<file path="src/rtl/counter_autoreset_param.sv">
// ---------------------------------------------------------------------------
// counter_autoreset_param
//
// General-purpose timing / event-count primitive. Counts up or down between 0
// and a runtime limit, advancing once per prescaler tick. When the count hits
// its terminal value it either reloads (continuous mode) or parks in a DONE
// state (one-shot mode). Every terminal event produces a one-cycle wrap pulse.
//
// Parameters:
//   WIDTH       width of value, limit and load_value
//   PRESCALE_W  width of prescale input and internal prescale counter
//
// Ports:
//   clk         system clock, rising edge
//   rst         asynchronous active-high reset
//   en          count enable; low pauses value and prescaler phase
//   clr         synchronous clear (highest priority)
//   load        synchronous load of load_value (saturated to limit)
//   load_value  value used on load
//   limit       terminal value, sampled live every cycle
//   dir         0 = count up, 1 = count down
//   one_shot    1 = stop at terminal value, 0 = reload and continue
//   prescale    a tick occurs every prescale+1 enabled cycles
//   value       current count (registered)
//   wrap        registered one-cycle pulse per terminal event
//   done        high while parked in DONE
//   busy        combinational: running and enabled
// ---------------------------------------------------------------------------
module counter_autoreset_param #(
  parameter int WIDTH      = 8,
  parameter int PRESCALE_W = 4
) (
  input  logic                  clk,
  input  logic                  rst,
  input  logic                  en,
  input  logic                  clr,
  input  logic                  load,
  input  logic [WIDTH-1:0]      load_value,
  input  logic [WIDTH-1:0]      limit,
  input  logic                  dir,
  input  logic                  one_shot,
  input  logic [PRESCALE_W-1:0] prescale,
  output logic [WIDTH-1:0]      value,
  output logic                  wrap,
  output logic                  done,
  output logic                  busy
);

  typedef enum logic {
    ST_RUN  = 1'b0,
    ST_DONE = 1'b1
  } state_t;

  state_t                r_state;
  state_t                w_state_nxt;
  logic [WIDTH-1:0]      r_value;
  logic [WIDTH-1:0]      w_value_nxt;
  logic                  r_wrap;
  logic                  w_wrap_nxt;
  logic [PRESCALE_W-1:0] r_pre_cnt;
  logic [PRESCALE_W-1:0] w_pre_cnt_nxt;

  logic                  w_active;
  logic                  w_tick;
  logic                  w_terminal;
  logic [WIDTH-1:0]      w_load_sat;
  logic [WIDTH-1:0]      w_reload;

  // State register: everything visible on the outputs lives here.
  always_ff @(posedge clk or posedge rst) begin
    if (rst) begin
      r_state   <= ST_RUN;
      r_value   <= '0;
      r_wrap    <= 1'b0;
      r_pre_cnt <= '0;
    end else begin
      r_state   <= w_state_nxt;
      r_value   <= w_value_nxt;
      r_wrap    <= w_wrap_nxt;
      r_pre_cnt <= w_pre_cnt_nxt;
    end
  end

  // Only a running, enabled counter advances the prescaler.
  assign w_active = (r_state == ST_RUN) && en;

  // Compare with >= so that shrinking prescale below the current phase
  // fires on the next edge instead of running all the way around.
  assign w_tick = w_active && (r_pre_cnt >= prescale);

  // Up direction uses >= so a limit lowered below value terminates at once
  // rather than counting up through the whole range.
  assign w_terminal = dir ? (r_value == '0) : (r_value >= limit);

  assign w_load_sat = (load_value > limit) ? limit : load_value;
  assign w_reload   = dir ? limit : '0;

  // Next-state logic with priority clr > load > count.
  always_comb begin
    w_state_nxt   = r_state;
    w_value_nxt   = r_value;
    w_wrap_nxt    = 1'b0;
    w_pre_cnt_nxt = r_pre_cnt;

    if (clr) begin
      w_value_nxt   = w_reload;
      w_pre_cnt_nxt = '0;
      w_state_nxt   = ST_RUN;
    end else if (load) begin
      w_value_nxt   = w_load_sat;
      w_pre_cnt_nxt = '0;
      w_state_nxt   = ST_RUN;
    end else if (w_active) begin
      if (w_tick) begin
        w_pre_cnt_nxt = '0;
        if (w_terminal) begin
          w_wrap_nxt = 1'b1;
          if (one_shot) begin
            w_state_nxt = ST_DONE;
          end else begin
            w_value_nxt = w_reload;
          end
        end else if (dir) begin
          w_value_nxt = r_value - 1'b1;
        end else begin
          w_value_nxt = r_value + 1'b1;
        end
      end else begin
        w_pre_cnt_nxt = r_pre_cnt + 1'b1;
      end
    end
  end

  assign value = r_value;
  assign wrap  = r_wrap;
  assign done  = (r_state == ST_DONE);
  assign busy  = w_active;

endmodule

</file>
<file path="config.mk">
export PLATFORM = sky130hd
export DESIGN_NAME = counter_autoreset_param
export DESIGN_NICKNAME = d
export VERILOG_FILES = /design/src/rtl/counter_autoreset_param.sv
export SDC_FILE = /design/constraint.sdc
export NUM_CORES = 1
export LEC_CHECK = 0
export CORE_ASPECT_RATIO = 1.1
export CORE_MARGIN = 2
export CORE_UTILIZATION = 52
export DETAILED_ROUTE_END_ITERATION = 10
export PLACE_DENSITY_LB_ADDON = 0.05
export SETUP_SLACK_MARGIN = 0.15
export SKIP_CTS_REPAIR_TIMING = 1
export SLEW_MARGIN = 20
export SYNTH_ARGS = -nofsm -noshare
export SYNTH_HDL_FRONTEND = slang
export SYNTH_SLANG_ARGS = --single-unit
</file>
<file path="constraint.sdc">
create_clock -name clk -period 2.8 [get_ports clk]
set_clock_uncertainty 0.15 [all_clocks]
set_input_delay 0.42 -clock clk [delete_from_list [all_inputs] [get_ports clk]]
set_output_delay 0.42 -clock clk [all_outputs]
set_load 0.005 [all_outputs]
</file>
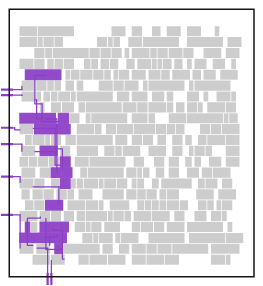
(images/io_fan.png)
Drawn at 4 px/µm.
- purple: load_value (bits 8; direction input; edge 6 left, 2 bottom; end cells 16; buffers 9; wire 161 µm)

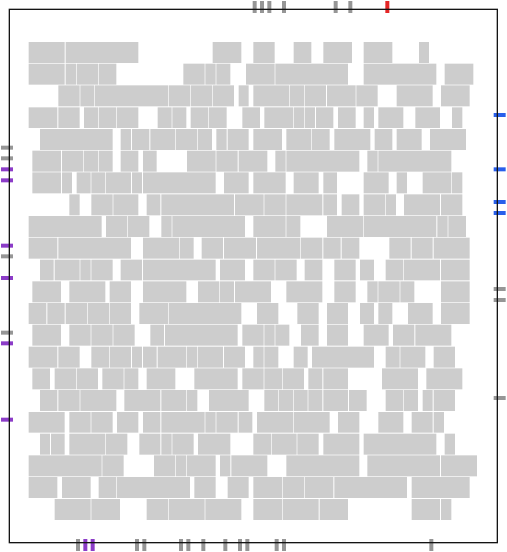
(images/io_placement.png)
Drawn at 8 px/µm. Pins as bars across the die edge, other pins in gray.
- red: busy (pins 1; direction output; edge top)
- blue: prescale (pins 4; direction input; edge right)
- purple: load_value (pins 8; direction input; edge 6 left, 2 bottom)
- all pins by edge: 14 bottom, 10 left, 7 top, 7 right
Buffers on Ports: 37
horizontal extent of the die: 60.8 µm

==> metrics.log <==
[flow] summary of implementation run
INFO  metric compound_area_frac = 0.290
INFO  metric n_all_inverters = 20
INFO  metric finalHoldWorstSlack = 0.316 ns
INFO  metric synth-simple-area-share = 0.212
INFO  metric die_area = 0.00404 mm²
INFO  metric layout_net_count = 353
INFO  metric cts_tree = done
INFO  metric drtPass1Iterations = 5
INFO  metric dp.cells = 337
INFO  metric floorplan.core_util = 0.550
INFO  metric ys_types = 56
INFO  metric worst_margin_slew = 0.609 ns
INFO  metric setup.worst_path.end_class = register
INFO  metric drc = 0
INFO  metric yosys-top-cells-count = 27 x ha_1, 18 x inv_1, 14 x dfrtp_1
INFO  metric ys_seq_elements = 14
INFO  metric power_density = between 300 and 400 mW/mm²
INFO  metric core = 0.00336 mm²
INFO  metric pg_seq = 0.000273 W
INFO  metric worstSetupStartpointType = input port
INFO  metric grt_max_degree = 15
INFO  metric syn_avg_cell_area = ~8.4 µm²
INFO  metric critPathTopFamily = AND-OR/OR-AND gates
INFO  metric total_number_of_warnings_across_the_stage_logs = 26
INFO  metric leading_cell_type_in_the_layout_fill_and_taps_excluded = buf_4
INFO  metric path_buffers = 2
INFO  metric cellInternalPower = 0.000643 W
INFO  metric seqPwrFrac = 0.252
INFO  metric enable_flop_cells = 0
INFO  metric pwr.group.combinational = 0.000649 W
INFO  metric fin_ws = 0.207 ns
INFO  metric synthDominantAreaCellType = dfrtp_1
INFO  metric global_route_total_overflow = 0
INFO  metric nWellTaps = 48
INFO  metric number_of_failing_setup_endpoints_in_the_final_timing_report = 0
INFO  metric max_stage_delay = 0.50 ns
INFO  metric layout.clock.cell_area_share = 0.0132
INFO  metric final_layout_size_suffix_gt1_frac = 0.296
INFO  metric postSynthSeqShare = 0.190
INFO  metric sw_frac_of_total = 0.408
INFO  metric grt_pass1_vias = ~2,000
INFO  metric initial_antenna_violation_count = 0
INFO  metric maxCapViolCount = 0
INFO  metric outcome = finished, final reports clean
INFO  metric vdd.ir_drop.worst = roughly 0.2 mV
INFO  metric detailedPlacementHpwl = 4.54 mm
INFO  metric ys_area = 0.00185 mm²
INFO  metric synthMuxAreaShare = 0.0136
INFO  metric worst_slew_margin_relative_to_its_limit = 0.594
INFO  metric largestClassByArea = multi-input combinational cells
INFO  metric power.clock.fraction = 0.151
INFO  metric ff2ff_path_depth = 7
INFO  metric final_antenna_net_count = 0
INFO  metric cts_htree_levels = 1
INFO  metric depth_of_the_critical_timing_path_with_buffers_and_inverters_included = 9
INFO  metric clock_buffer_count = 4
INFO  metric timing_worst_setup_path_type = input port to register
INFO  metric power_leakage = about 1.2 nW
INFO  metric switchingPower = about 0.00044 W
INFO  metric numClockSinks = 14
INFO  metric finalHoldViolations = 0
INFO  metric ys_async_sr_fraction = 1.00
INFO  metric post_synth_inst_count = around 220
INFO  metric yosys.area_share.xor_xnor = 0.0332
INFO  metric comb_area_share = 0.549
INFO  metric synth_top_flop_cell = dfrtp_1
INFO  metric clock_tree.buffer_depth = 2
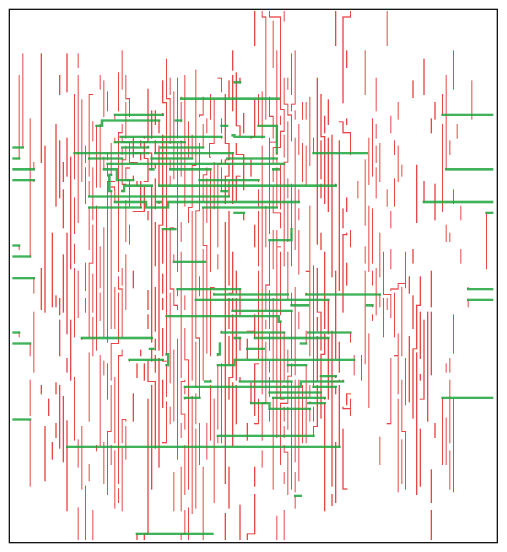
(images/wires.png)
Drawn at 8 px/µm. Two of the layers only.
- green: metal 3 (wire length 541 µm)
- red: metal 2 (wire length 2,920 µm)
post-detailed-routing wire length: 6.12 mm
vias after detailed routing: 2,193
post-detailed-route wirelength per cell: 17.8 µm
Tot GR Track Use: 0.304

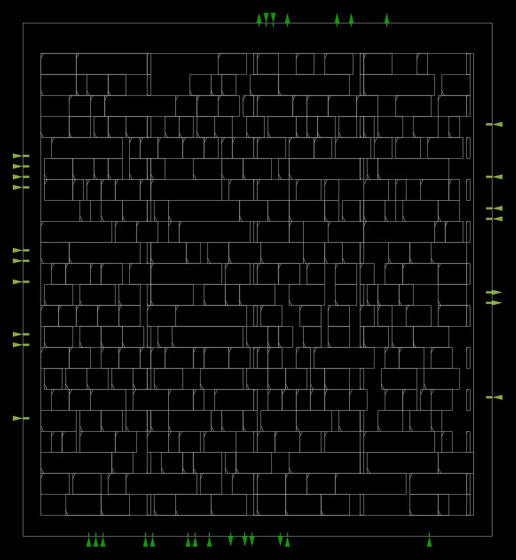
(images/placement.png)
sequential cell count: 14
fill cell total of the finished layout: 240
share of the core filled with cells in the final layout: 0.820
number of rows in the core area: 22

==> path summary, 6_finish.rpt <==
path / startpoint / endpoint / slack (ns)
worst max-delay path: limit[5] / value[4] / 0.21
worst max register to register: value[1] / value[4] / 0.26
min in group clk: r_pre_cnt[3] / r_pre_cnt[3] / 0.42
worst min register to register: r_pre_cnt[3] / r_pre_cnt[3] / 0.42
worst min-delay path: rst / value[3] / 0.32
max in group asynchronous: rst / r_pre_cnt[3] / 1.78
==> sequential cells by signal, summed over array words and instances, names as in the netlist <==
signal     flops
wrap           1
done           1
r_pre_cnt      4
value          8
==> routing by layer <==
metal  track usage  wire length, µm  vias to the layer above
li1              -                -                     1018
met1         0.417             2450                     1001
met2         0.488             2920                      145
met3        0.0175              541                       29
met4         0.128              214                        0
met5             0                0                        -
Power figures rest on the tool's default switching activity, not on a simulated workload.
